## src/rtl/riscv_mem_pkg.sv

```systemverilog
// -----------------------------------------------------------------------------
// riscv_mem_pkg
// Shared definitions for the load/store path in front of the data BRAM:
//   - access size encodings (SZ_B / SZ_H / SZ_W / SZ_ILL)
//   - LSU state enum (IDLE / WAIT / RESP)
//   - BYTES_PER_WORD
//   - is_misaligned(): trap check for a size/offset pair
// -----------------------------------------------------------------------------
package riscv_mem_pkg;

  localparam int BYTES_PER_WORD = 4;

  typedef enum logic [1:0] {
    SZ_B   = 2'b00,
    SZ_H   = 2'b01,
    SZ_W   = 2'b10,
    SZ_ILL = 2'b11
  } size_e;

  typedef enum logic [1:0] {
    IDLE = 2'b00,
    WAIT = 2'b01,
    RESP = 2'b10
  } lsu_state_e;

  // Halfwords need an even offset, words need offset 0, size 11 never works.
  function automatic logic is_misaligned(input logic [1:0] size, input logic [1:0] off);
    logic bad;
    case (size)
      SZ_B:    bad = 1'b0;
      SZ_H:    bad = off[0];
      SZ_W:    bad = (off != 2'b00);
      default: bad = 1'b1;
    endcase
    return bad;
  endfunction

endpackage

```

## src/rtl/lsu_bram_port_if.sv

```systemverilog
// -----------------------------------------------------------------------------
// lsu_bram_port_if
// Bundles the execute-side request, writeback-side response and BRAM port B
// signals of the load/store unit.
//   slave  : view of the LSU itself (takes requests, drives the BRAM)
//   master : view of the environment (execute/writeback stages and the BRAM)
// -----------------------------------------------------------------------------
interface lsu_bram_port_if #(
  parameter int ADDR_W = 32
);
  // request from execute
  logic              req_valid;
  logic              req_ready;
  logic              req_we;
  logic [1:0]        req_size;
  logic              req_unsigned;
  logic [ADDR_W-1:0] req_addr;
  logic [31:0]       req_wdata;
  // response to writeback
  logic              rsp_valid;
  logic              rsp_ready;
  logic [31:0]       rsp_rdata;
  logic              rsp_err;
  // BRAM port B
  logic              mem_en;
  logic [3:0]        mem_we;
  logic [ADDR_W-1:0] mem_addr;
  logic [31:0]       mem_din;
  logic [31:0]       mem_dout;

  modport slave (
    input  req_valid, req_we, req_size, req_unsigned, req_addr, req_wdata,
    input  rsp_ready, mem_dout,
    output req_ready, rsp_valid, rsp_rdata, rsp_err,
    output mem_en, mem_we, mem_addr, mem_din
  );

  modport master (
    output req_valid, req_we, req_size, req_unsigned, req_addr, req_wdata,
    output rsp_ready, mem_dout,
    input  req_ready, rsp_valid, rsp_rdata, rsp_err,
    input  mem_en, mem_we, mem_addr, mem_din
  );

endinterface

```

## src/rtl/lsu_bram_port_lane_align.sv

```systemverilog
// -----------------------------------------------------------------------------
// lsu_lane_align
// Purely combinational byte-lane steering for the LSU.
//   Store side: req_size/req_off/req_wdata -> st_we (byte enables), st_din
//               (data replicated across all lanes so any lane can be written)
//   Check:      misalign flag for the incoming request
//   Load side:  ld_dout/ld_size/ld_off/ld_unsigned -> ld_data (lane extracted
//               and sign- or zero-extended)
// -----------------------------------------------------------------------------
module lsu_lane_align
  import riscv_mem_pkg::*;
(
  input  logic [1:0]                req_size,
  input  logic [1:0]                req_off,
  input  logic [31:0]               req_wdata,
  output logic [BYTES_PER_WORD-1:0] st_we,
  output logic [31:0]               st_din,
  output logic                      misalign,
  input  logic [31:0]               ld_dout,
  input  logic [1:0]                ld_size,
  input  logic [1:0]                ld_off,
  input  logic                      ld_unsigned,
  output logic [31:0]               ld_data
);

  logic [7:0]  ld_byte;
  logic [15:0] ld_half;
  logic        sext;

  assign misalign = is_misaligned(req_size, req_off);

  assign ld_byte = ld_dout[{ld_off, 3'b000} +: 8];
  assign ld_half = ld_dout[{ld_off[1], 4'b0000} +: 16];
  assign sext    = ~ld_unsigned;

  // Store lane steering: byte enables follow the offset, data is replicated.
  always_comb begin
    st_we  = 4'b0000;
    st_din = 32'h0000_0000;
    case (req_size)
      SZ_B: begin
        st_we  = 4'b0001 << req_off;
        st_din = {4{req_wdata[7:0]}};
      end
      SZ_H: begin
        st_we  = 4'b0011 << req_off;
        st_din = {2{req_wdata[15:0]}};
      end
      SZ_W: begin
        st_we  = 4'b1111;
        st_din = req_wdata;
      end
      default: begin
        st_we  = 4'b0000;
        st_din = 32'h0000_0000;
      end
    endcase
  end

  // Load lane extraction with sign/zero extension.
  always_comb begin
    ld_data = 32'h0000_0000;
    case (ld_size)
      SZ_B:    ld_data = {{24{ld_byte[7] & sext}}, ld_byte};
      SZ_H:    ld_data = {{16{ld_half[15] & sext}}, ld_half};
      SZ_W:    ld_data = ld_dout;
      default: ld_data = 32'h0000_0000;
    endcase
  end

endmodule

```

## src/rtl/lsu_bram_port.sv

```systemverilog
// -----------------------------------------------------------------------------
// lsu_bram_port
// Single-outstanding load/store unit in front of BRAM port B.
//   clk, rst_n : clock, asynchronous active-low reset
//   bus        : lsu_bram_port_if.slave (req_* from execute, rsp_* to
//                writeback, mem_* to/from the BRAM)
// Misaligned/illegal requests never touch the BRAM and answer with rsp_err.
// Stores answer one cycle after accept; loads wait BRAM_LATENCY cycles in WAIT
// and answer BRAM_LATENCY+1 cycles after accept.
// -----------------------------------------------------------------------------
module lsu_bram_port
  import riscv_mem_pkg::*;
#(
  parameter int BRAM_LATENCY = 1,
  parameter int ADDR_W       = 32
) (
  input  logic           clk,
  input  logic           rst_n,
  lsu_bram_port_if.slave bus
);

  localparam logic [1:0] LAT_LAST = 2'(BRAM_LATENCY - 1);

  lsu_state_e  state_q, state_d;
  logic [1:0]  cnt_q, cnt_d;
  logic [1:0]  off_q, off_d;
  logic [1:0]  size_q, size_d;
  logic        uns_q, uns_d;
  logic [31:0] rdata_q, rdata_d;
  logic        err_q, err_d;

  logic        ready_s;
  logic        accept;
  logic        misalign;
  logic [3:0]  st_we;
  logic [31:0] st_din;
  logic [31:0] ld_data;

  // Gating with rst_n keeps the BRAM port quiet while reset is held.
  assign ready_s = rst_n && (state_q == IDLE);
  assign accept  = bus.req_valid && ready_s;

  lsu_lane_align u_align (
    .req_size    (bus.req_size),
    .req_off     (bus.req_addr[1:0]),
    .req_wdata   (bus.req_wdata),
    .st_we       (st_we),
    .st_din      (st_din),
    .misalign    (misalign),
    .ld_dout     (bus.mem_dout),
    .ld_size     (size_q),
    .ld_off      (off_q),
    .ld_unsigned (uns_q),
    .ld_data     (ld_data)
  );

  // State, latency counter and response registers.
  always_ff @(posedge clk or negedge rst_n) begin
    if (!rst_n) begin
      state_q <= IDLE;
      cnt_q   <= 2'd0;
      off_q   <= 2'd0;
      size_q  <= 2'd0;
      uns_q   <= 1'b0;
      rdata_q <= 32'h0000_0000;
      err_q   <= 1'b0;
    end else begin
      state_q <= state_d;
      cnt_q   <= cnt_d;
      off_q   <= off_d;
      size_q  <= size_d;
      uns_q   <= uns_d;
      rdata_q <= rdata_d;
      err_q   <= err_d;
    end
  end

  // Next-state and next-register-value logic.
  always_comb begin
    state_d = state_q;
    cnt_d   = cnt_q;
    off_d   = off_q;
    size_d  = size_q;
    uns_d   = uns_q;
    rdata_d = rdata_q;
    err_d   = err_q;
    case (state_q)
      IDLE: begin
        if (accept) begin
          if (misalign) begin
            state_d = RESP;
            err_d   = 1'b1;
            rdata_d = 32'h0000_0000;
          end else if (bus.req_we) begin
            state_d = RESP;
            err_d   = 1'b0;
            rdata_d = 32'h0000_0000;
          end else begin
            // Remember how to pick the lane once the BRAM data arrives.
            state_d = WAIT;
            cnt_d   = 2'd0;
            off_d   = bus.req_addr[1:0];
            size_d  = bus.req_size;
            uns_d   = bus.req_unsigned;
            err_d   = 1'b0;
          end
        end else begin
          state_d = IDLE;
        end
      end
      WAIT: begin
        if (cnt_q == LAT_LAST) begin
          state_d = RESP;
          cnt_d   = 2'd0;
          rdata_d = ld_data;
        end else begin
          cnt_d = cnt_q + 2'd1;
        end
      end
      RESP: begin
        if (bus.rsp_ready) begin
          state_d = IDLE;
        end else begin
          state_d = RESP;
        end
      end
      default: begin
        state_d = IDLE;
        cnt_d   = 2'd0;
      end
    endcase
  end

  // Outputs: BRAM port is only active in the accept cycle of a legal access.
  always_comb begin
    bus.req_ready = ready_s;
    bus.mem_en    = accept && !misalign;
    if (accept && !misalign && bus.req_we) begin
      bus.mem_we = st_we;
    end else begin
      bus.mem_we = 4'b0000;
    end
    bus.mem_addr  = {bus.req_addr[ADDR_W-1:2], 2'b00};
    bus.mem_din   = st_din;
    bus.rsp_valid = (state_q == RESP);
    bus.rsp_rdata = rdata_q;
    bus.rsp_err   = err_q;
  end

endmodule

```

## src/flat_wrapper.sv

```systemverilog
// flat-port wrapper written by rule: the top's interface ports become plain ports
module lsu_bram_port_flat import riscv_mem_pkg::*;
#(
  parameter int BRAM_LATENCY = 1,
  parameter int ADDR_W       = 32
)
  (clk, rst_n, bus_req_valid, bus_req_we, bus_req_size, bus_req_unsigned, bus_req_addr, bus_req_wdata, bus_rsp_ready, bus_mem_dout, bus_req_ready, bus_rsp_valid, bus_rsp_rdata, bus_rsp_err, bus_mem_en, bus_mem_we, bus_mem_addr, bus_mem_din);
  lsu_bram_port_if #(.ADDR_W(ADDR_W)) bus_i ();
  input  logic clk;
  input  logic rst_n;
  input wire logic [$bits(bus_i.req_valid)-1:0] bus_req_valid;
  input wire logic [$bits(bus_i.req_we)-1:0] bus_req_we;
  input wire logic [$bits(bus_i.req_size)-1:0] bus_req_size;
  input wire logic [$bits(bus_i.req_unsigned)-1:0] bus_req_unsigned;
  input wire logic [$bits(bus_i.req_addr)-1:0] bus_req_addr;
  input wire logic [$bits(bus_i.req_wdata)-1:0] bus_req_wdata;
  input wire logic [$bits(bus_i.rsp_ready)-1:0] bus_rsp_ready;
  input wire logic [$bits(bus_i.mem_dout)-1:0] bus_mem_dout;
  output wire logic [$bits(bus_i.req_ready)-1:0] bus_req_ready;
  output wire logic [$bits(bus_i.rsp_valid)-1:0] bus_rsp_valid;
  output wire logic [$bits(bus_i.rsp_rdata)-1:0] bus_rsp_rdata;
  output wire logic [$bits(bus_i.rsp_err)-1:0] bus_rsp_err;
  output wire logic [$bits(bus_i.mem_en)-1:0] bus_mem_en;
  output wire logic [$bits(bus_i.mem_we)-1:0] bus_mem_we;
  output wire logic [$bits(bus_i.mem_addr)-1:0] bus_mem_addr;
  output wire logic [$bits(bus_i.mem_din)-1:0] bus_mem_din;
  assign bus_i.req_valid = bus_req_valid;
  assign bus_i.req_we = bus_req_we;
  assign bus_i.req_size = bus_req_size;
  assign bus_i.req_unsigned = bus_req_unsigned;
  assign bus_i.req_addr = bus_req_addr;
  assign bus_i.req_wdata = bus_req_wdata;
  assign bus_i.rsp_ready = bus_rsp_ready;
  assign bus_i.mem_dout = bus_mem_dout;
  assign bus_req_ready = bus_i.req_ready;
  assign bus_rsp_valid = bus_i.rsp_valid;
  assign bus_rsp_rdata = bus_i.rsp_rdata;
  assign bus_rsp_err = bus_i.rsp_err;
  assign bus_mem_en = bus_i.mem_en;
  assign bus_mem_we = bus_i.mem_we;
  assign bus_mem_addr = bus_i.mem_addr;
  assign bus_mem_din = bus_i.mem_din;
  lsu_bram_port #(.BRAM_LATENCY(BRAM_LATENCY), .ADDR_W(ADDR_W)) u_core (.clk(clk), .rst_n(rst_n), .bus(bus_i));
endmodule
```

## config.mk

```make
export PLATFORM = sky130hd
export DESIGN_NAME = lsu_bram_port_flat
export DESIGN_NICKNAME = d
export VERILOG_FILES = /design/src/rtl/riscv_mem_pkg.sv /design/src/rtl/lsu_bram_port_if.sv /design/src/rtl/lsu_bram_port_lane_align.sv /design/src/rtl/lsu_bram_port.sv /design/src/flat_wrapper.sv
export SDC_FILE = /design/constraint.sdc
export NUM_CORES = 1
export LEC_CHECK = 0
export CAP_MARGIN = 20
export CORE_AREA = 2 2 82 84
export CTS_CLUSTER_SIZE = 10
export DETAILED_ROUTE_END_ITERATION = 6
export DIE_AREA = 0 0 84 86
export DONT_BUFFER_PORTS = 1
export PLACE_DENSITY_LB_ADDON = 0.12
export SYNTH_ARGS = -nofsm -noshare
export SYNTH_HDL_FRONTEND = slang
export SYNTH_SLANG_ARGS = --single-unit
```

## constraint.sdc

```tcl
create_clock -name clk -period 2.01 [get_ports clk]
set_input_delay 0.402 -clock clk [delete_from_list [all_inputs] [get_ports clk]]
set_output_delay 0.402 -clock clk [all_outputs]
set_load 0.02 [all_outputs]
```

run_1/ff_map.png
Drawn at 4 px/um. Other sequential cells in the stronger grey, the rest of the logic in the fainter grey.
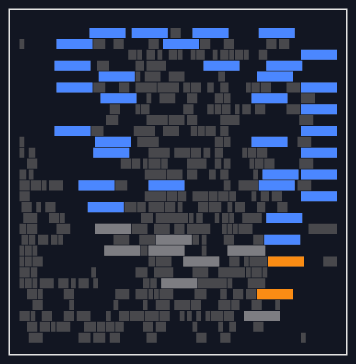
Blue is u_core.bus.rsp_rdata, placed flops 32. Orange is u_core.cnt_q, placed flops 2.
Another 8 sequential cells are not coloured.
Seq/total area: 0.3356
sequential cell power: 1450 uW
Util after Layout: 0.4995

run_1/clock_nets.png
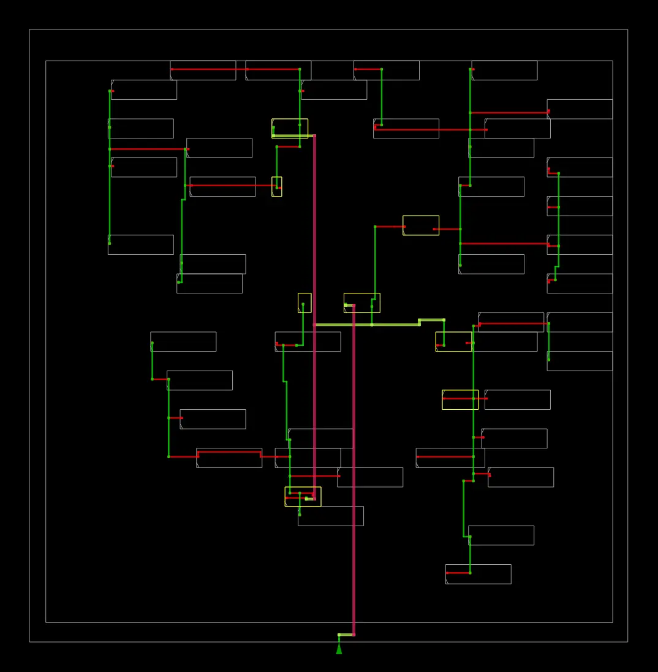
total CTS buffers: 5
num sequential: 42
Clk power: 557 uW

run_1/sizing.png
Drawn at 6 px/um.
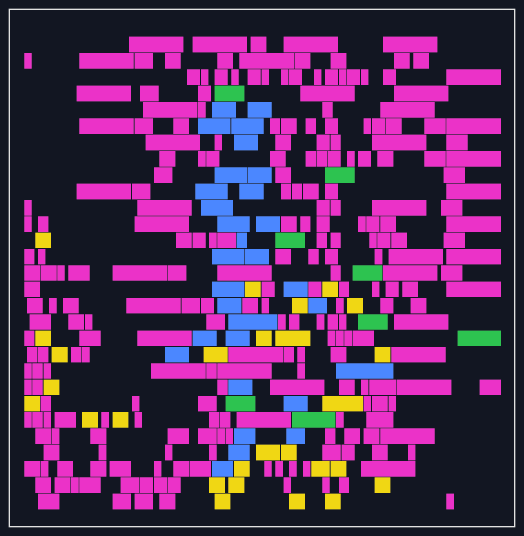
Magenta is x1 and smaller, cells 250. Yellow is x3 and x4, cells 27. Green is x6 and larger, cells 8. Blue is x2, cells 30.
final worst setup slack: 0.07654 ns
Area growth syn-to-layout: 2.036%
Buffers excl. clock: 25

[run 1: registers in the layout (all words and copies together) (netlist names)]
register and count:
u_core.uns_q 1, u_core.cnt_q 2, u_core.size_q 2, u_core.bus.rsp_err 1
u_core.off_q 2, u_core.bus.rsp_rdata 32, u_core.state_q 2
[run 1: path summary, 6_finish.rpt]
check,end,startpoint,cells after the start,slack [ns]
setup reg to reg,u_core.bus.rsp_rdata[29],u_core.off_q[1],6,0.23
setup / recovery,bus_mem_we[2],u_core.state_q[0],5,0.08
hold reg to reg,u_core.uns_q,u_core.uns_q,1,0.52
max in group asynchronous,u_core.state_q[0],rst_n,2,1.23
min in group asynchronous,u_core.bus.rsp_rdata[0],rst_n,2,0.56
hold / removal,u_core.state_q[1],bus_rsp_ready,1,0.22
[run 1: cell type report]
class | instances | area share
Clock buffer | 7 | 0.02753
Sequential cell | 42 | 0.3356
Tap cell | 77 | 0.03073
Inverter | 10 | 0.01197
Multi-Input combinational cell | 230 | 0.5239
Clock inverter | 1 | 0.001596
Timing Repair Buffer | 25 | 0.06864
[run 1: cells by family after synthesis]
logic type      synth area share
compound gates            0.2622
simple gates              0.1600
buf+inv                   0.1356
flops                     0.3420
mux                      0.08795
fa+ha+maj               0.008142
other cells             0.001220
xor+xnor                0.002851
[run 1: power groups by stage]
stage	logic (uW)	registers, uW	clock network (uW)
finish	1430	1450	557
global route	1570	1490	614
CTS	1420	1460	584
detailed placement	1370	1480	0
global placement	1350	1480	0
floorplan	1350	1380	0
[run 1: cell usage after synthesis, drive strengths merged, types with 8 or more instances]
cell type / instances
o2bb2ai: 8
a21o: 33
buf: 50
inv: 10
o21ai: 9
mux2i: 9
a21oi: 9
mux2: 14
a221oi: 8
nor2: 20
nand3: 16
a221o: 8
a31oi: 23
dfrtp: 42
nand2: 33
nand3b: 10
clkbuf: 9
==> reports/summary.txt, run 1 <==
final non-filler cell area -> 3136 um2
sequential power share -> 0.423
max incr delay on CP -> 0.43 ns
Cell Type Count -> 38
depth of the CTS H-tree -> 2
NetSw -> 1471 uW
routed wire length on met3 -> 625 um
first-pass GRT wire length -> 12.15 mm
Post-CTS Resized -> 3
flops out of synthesis -> 42
stage-log warning count -> 29
Commonest flop -> dfrtp_1
cell count in the Yosys report -> 340
met3 Use GR -> 0.05582
root buffer cell -> clkbuf_8
delay-heaviest family, CP -> simple AND/OR/NAND/NOR gates
grt met1 use -> 0.2482
dpl hpwl -> 5.794 mm
Clk pin slew, worst setup/hold paths -> 0.07 ns
Max Clock Freq -> 517.2 MHz
Power Dens Cells -> 1096 nW/um2
max-cap violations -> 0
Combinational Power Share -> 0.415
hold slack -> 0.2159 ns
share of cells above drive strength 1 -> 0.2063
crit path time final -> 1.933 ns
Sink Count -> 42
clk latency late pin -> 0.30 ns
crit path cell chain -> nor3b_4 > and2_4 > nand2_4 > nor3_2 > buf_4
Worst Setup Start Kind -> flop
met1 wire length -> 3.080 mm
Placed Cells -> 378
met2 Track Usage GR -> 0.3600
Die H -> 86 um
slowest stage cell, crit path -> dfrtp_2
RSZ-0062 raised after global routing -> yes
total area of sequential cells -> 1052 um2
Post-synth ARST share -> 1.000
Cell Rows -> 29
GR Overflow Total -> 0
clock buffer depth -> 2
clk_skew -> 0.005320 ns
Post-Synthesis Cell Area -> 3073 um2
post-route ant nets -> 0
final hold viol count -> 0
drt drc -> 0
Commonest Layout Cell -> dfrtp_1
DP Area -> 2952 um2
CTS tree -> yes
Hold Crit Class -> input pin to flop
Highest Signal Layer -> met4
largest net degree at the start of global routing -> 43
worst slew pin tran -> 0.8048 ns
Final setup viols -> 0
VDD IR max -> 532.5 uV
WP buf/inv -> 1
# diodes -> 0
DR vias -> 2360
status -> complete, no violations
max_slew headroom -> 0.4623
Post-synth EDFFs -> 0
Routed Wire Length -> 7.745 mm
initial antenna violation count -> 0
I/O pin cnt -> 208
mean area per synthesized cell -> 9.038 um2
grt peak-use layer -> met2
hold buffers post-CTS -> 2
Initial DRT Pass Iterations -> 4
Yosys top cell by area -> dfrtp_1
Post-Place Worst Slack -> 0.2472 ns
RD Place Congestion -> 0.8169
Max FO, Critical Path -> 4
core footprint -> 6277 um2
sw frac -> 0.4280
Static Leak -> 0.001559 uW
setup_tns -> 0 ns
Top cell area share -> 0.3420
Top cells excl fill/tap -> 41 x dfrtp_1, 33 x a21o_1, 32 x nand2_1, 23 x a31oi_1, 22 x buf_4
Synth Seq Share -> 0.3420
CP Data Arrival Time -> 1.53 ns
number of post-CTS setup repair buffers -> 2
drt initial violations -> 128
Int Power -> 1966 uW
fin crit share -> 0.9619
Worst EP required -> 1.61 ns
fp util -> 0.4895
Worst Setup Path Type -> flop to output pin
routed wl met2 -> 3.876 mm
die boundary width -> 84 um
area figure in the yosys stat output -> 3073 um2
Port Buf Inserts -> 0
GRT Resource Usage Total -> 0.2083
max-slew violations -> 0
Pwr Total -> 3438 uW
non-filler cells, final -> 392
Clk pwr share -> 0.162
Largest cells by area -> dfrtp_1 34%, buf_4 8.3%, a21o_1 8.1%
yosys warns -> 0
nets@finish -> 420
crit path capture type -> output pin
Cells after Synth -> 340
number of global-route vias before repair -> 2332
Fillers -> 612
WL/cell -> 19.76 um
Die Size -> 7224 um2
logic area -> 1643 um2
DR vias/cell -> 6.020
==> run 1 -> run 2 <==
clock period = 1.8 ns   (was 2.01 ns; I/O delays follow)
run_2/ff_map.png
Drawn at 4 px/um. Other sequential cells in the stronger grey, the rest of the logic in the fainter grey.
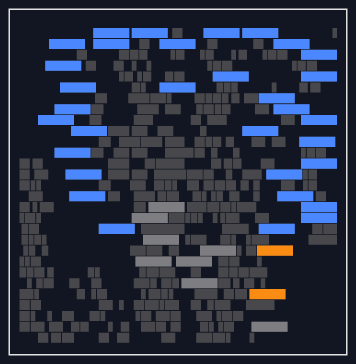
Orange is u_core.cnt_q, placed flops 2. Blue is u_core.bus.rsp_rdata, placed flops 32.
Another 8 sequential cells are not coloured.
sequential cell power: 1620 uW
total area of sequential cells: 1051 um2

run_2/clock_nets.png
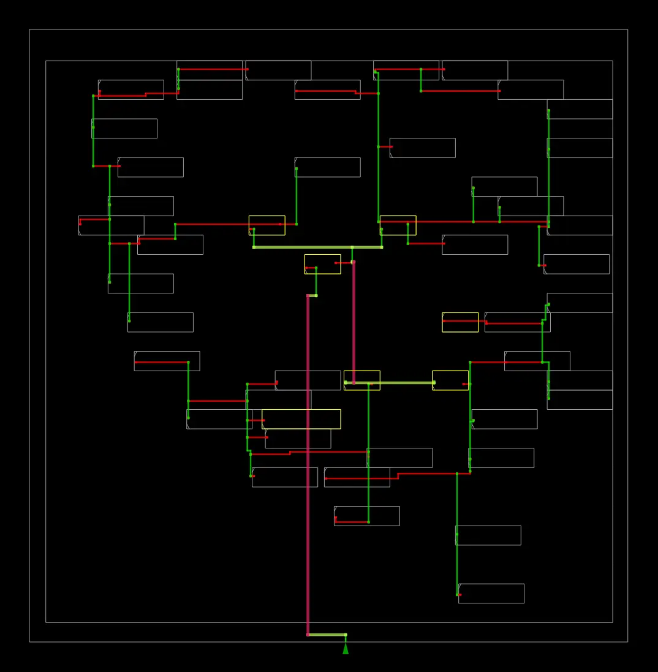
Clk power: 755 uW
clk_skew: 0.007715 ns
Sink Count: 42
clk latency late pin: 0.29 ns
clock buffer count: 6

run_2/sizing.png
Drawn at 6 px/um.
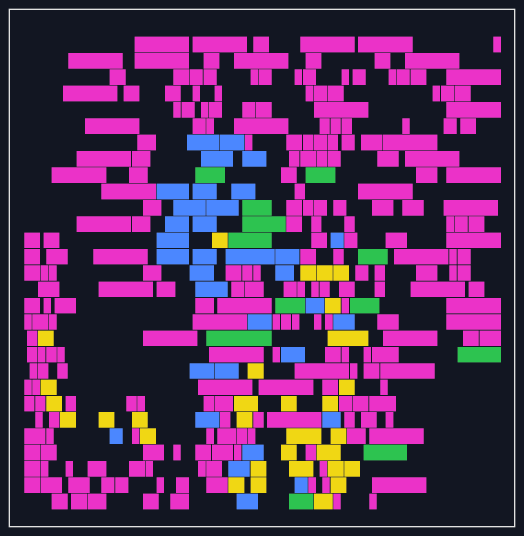
Yellow is x3 and x4, cells 31. Blue is x2, cells 33. Green is x6 and larger, cells 12. Magenta is x1 and smaller, cells 244.
final worst setup slack: -0.08630 ns
final non-filler cell area: 3252 um2

==> reports/summary.txt, run 2 <==
Reg2Reg Depth -> 6
Initial DRT Pass Iterations -> 4
cell count in the Yosys report -> 340
Worst Hold Depth -> 1
Clk pwr share -> 0.185
CP startpoint -> u_core.state_q[1]
worst slew pin tran -> 0.8522 ns
first-pass GRT wire length -> 12.23 mm
reg2reg end -> u_core.uns_q
max FFs per register -> 32
slowest stage cell, crit path -> dfrtp_1
Cells after Synth -> 340
largest net degree at the start of global routing -> 43
# diodes -> 0
fp util -> 0.4895
sw frac -> 0.4107
Int Power -> 2401 uW
WP depth -> 5
Max Clock Freq -> 530.1 MHz
routed wl met2 -> 3.760 mm
R2R setup slack -> 0.13 ns
Commonest Layout Cell -> dfrtp_1
stage-log warning count -> 30
number of global-route vias before repair -> 2294
Static Leak -> 0.001622 uW
final hold viol count -> 0
depth of the CTS H-tree -> 2
Pwr Total -> 4075 uW
Worst Setup Path Type -> flop to output pin
Worst EP required -> 1.44 ns
Max power group -> combinational logic
status -> finished, violations left
Util after Layout -> 0.5180
die boundary width -> 84 um
fin crit share -> 1.048
final worst setup slack -> -0.08630 ns
failing checks -> negative setup slack
drt drc -> 0
Commonest flop -> dfrtp_1
DR vias -> 2408
max-slew violations -> 0
Largest cells by area -> dfrtp_1 34%, buf_4 8.3%, a21o_1 8.1%
Fillers -> 576
met2 Track Usage GR -> 0.3418
Post-synth EDFFs -> 0
DR vias/cell -> 6.065
initial antenna violation count -> 0
Placed Cells -> 382
Synth top cells by count -> 42 x dfrtp_1, 34 x buf_4, 33 x a21o_1, 33 x nand2_1, 23 x a31oi_1
flops out of synthesis -> 42
routed wire length on met3 -> 549 um
nets@finish -> 426
I/O pin cnt -> 208
drt initial violations -> 105
Area growth syn-to-layout -> 5.823%
Cell Rows -> 29
CP Data Arrival Time -> 1.53 ns
hold slack -> 0.1904 ns
Hold Crit Class -> input pin to flop
mean area per synthesized cell -> 9.038 um2
sequential power share -> 0.398
Post-Synthesis Cell Area -> 3073 um2
NetSw -> 1674 uW
crit path capture type -> output pin
Hold Startpoint -> bus_rsp_ready
root buffer cell -> clkbuf_8
dpl hpwl -> 5.878 mm
Clk pin slew, worst setup/hold paths -> 0.07 ns
Port Buf Inserts -> 0
area figure in the yosys stat output -> 3073 um2
grt peak-use layer -> met2
GRT Resource Usage Total -> 0.2096
Worst Setup Start Kind -> flop
Worst Hold Path EP -> u_core.state_q[1]
Max FO, Critical Path -> 4
Top cells excl fill/tap -> 42 x dfrtp_1, 33 x a21o_1, 31 x nand2_1, 25 x buf_4, 23 x a31oi_1
max-cap violations -> 0
Post-synth ARST share -> 1.000
WP buf/inv -> 1
most frequent cell after synthesis -> dfrtp_1
clock buffer depth -> 2
Cell Type Count -> 38
met3 Use GR -> 0.04235
Combinational Power Share -> 0.417
VDD IR max -> 662.6 uV
Top cell area share -> 0.3420
total CTS buffers -> 5
Die Size -> 7224 um2
delay-heaviest family, CP -> simple AND/OR/NAND/NOR gates
GR Overflow Total -> 0
CTS tree -> yes
max incr delay on CP -> 0.41 ns
non-filler cells, final -> 397
crit path time final -> 1.886 ns
Synth Seq Share -> 0.3420
Yosys top cell by area -> dfrtp_1
met1 wire length -> 3.314 mm
Final setup viols -> 3
Power Dens Cells -> 1253 nW/um2
Die H -> 86 um
Comb group -> 1700 uW
WL/cell -> 19.48 um
RD Place Congestion -> 0.8175
Routed Wire Length -> 7.734 mm
DP Area -> 3030 um2
worst r2r src -> u_core.state_q[1]
max_slew headroom -> 0.4307
RSZ-0062 raised after global routing -> yes
crit path cell chain -> nor3b_4 > and2_4 > nand2_4 > nor3_2 > buf_4
share of cells above drive strength 1 -> 0.2375
grt met1 use -> 0.2833
yosys warns -> 0
Highest Signal Layer -> met4
post-route ant nets -> 0
core footprint -> 6277 um2
==> run 2: cell type report <==
type                    instances  area (um2)  share of cell area
inverters                      10       37.54             0.01154
clock inverters                 1       30.03            0.009234
well taps                      77       96.34             0.02963
flip-flops and latches         42        1051              0.3232
repair buffers                 31       289.0             0.08888
clock buffers                   6       82.58             0.02539
multi-input cells             230        1665              0.5121
==> run 2: through the flow <==
step                      setup TNS (ns)  setup slack [ns]
after floorplan                 -0.04635          -0.01545
after global placement                 0           0.09303
after detailed placement               0           0.03431
after CTS                        -0.2061          -0.09208
after global routing             -0.3085           -0.1086
final                            -0.1357          -0.08630
==> run 2: cell families (layout without fill, tap and decap cells) <==
| kind of cell | count (synthesis) | in the layout | share of synthesized area |
|---|---|---|---|
| mux | 24 | 24 | 0.08795 |
| xor+xnor | 1 | 1 | 0.002851 |
| compound gates | 104 | 104 | 0.2622 |
| buf+inv | 69 | 48 | 0.1356 |
| fa+ha+maj | 2 | 2 | 0.008142 |
| other cells | 1 | 2 | 0.001220 |
| simple gates | 97 | 97 | 0.1600 |
| flops | 42 | 42 | 0.3420 |
==> run 2: worst max-delay path by stage <==
stage,endpoint,slack (ns)
5_1_grt,bus_mem_we[1],-0.11
6_report,bus_mem_we[2],-0.09
4_1_cts,bus_mem_we[2],-0.09
2_1_floorplan,bus_mem_we[0],-0.02
3_3_place_gp,u_core.bus.rsp_rdata[0],0.09
3_5_place_dp,bus_mem_we[2],0.03
==> run 2: timing repair <==
item	in CTS	in global routing
pin swaps	4	6
resized	4	6
endpoints found under the setup margin	4	17
hold buffers	2	0
hold endpoints to repair	42	0
setup buffers	4	2
Power is estimated from default activity; no workload was simulated.
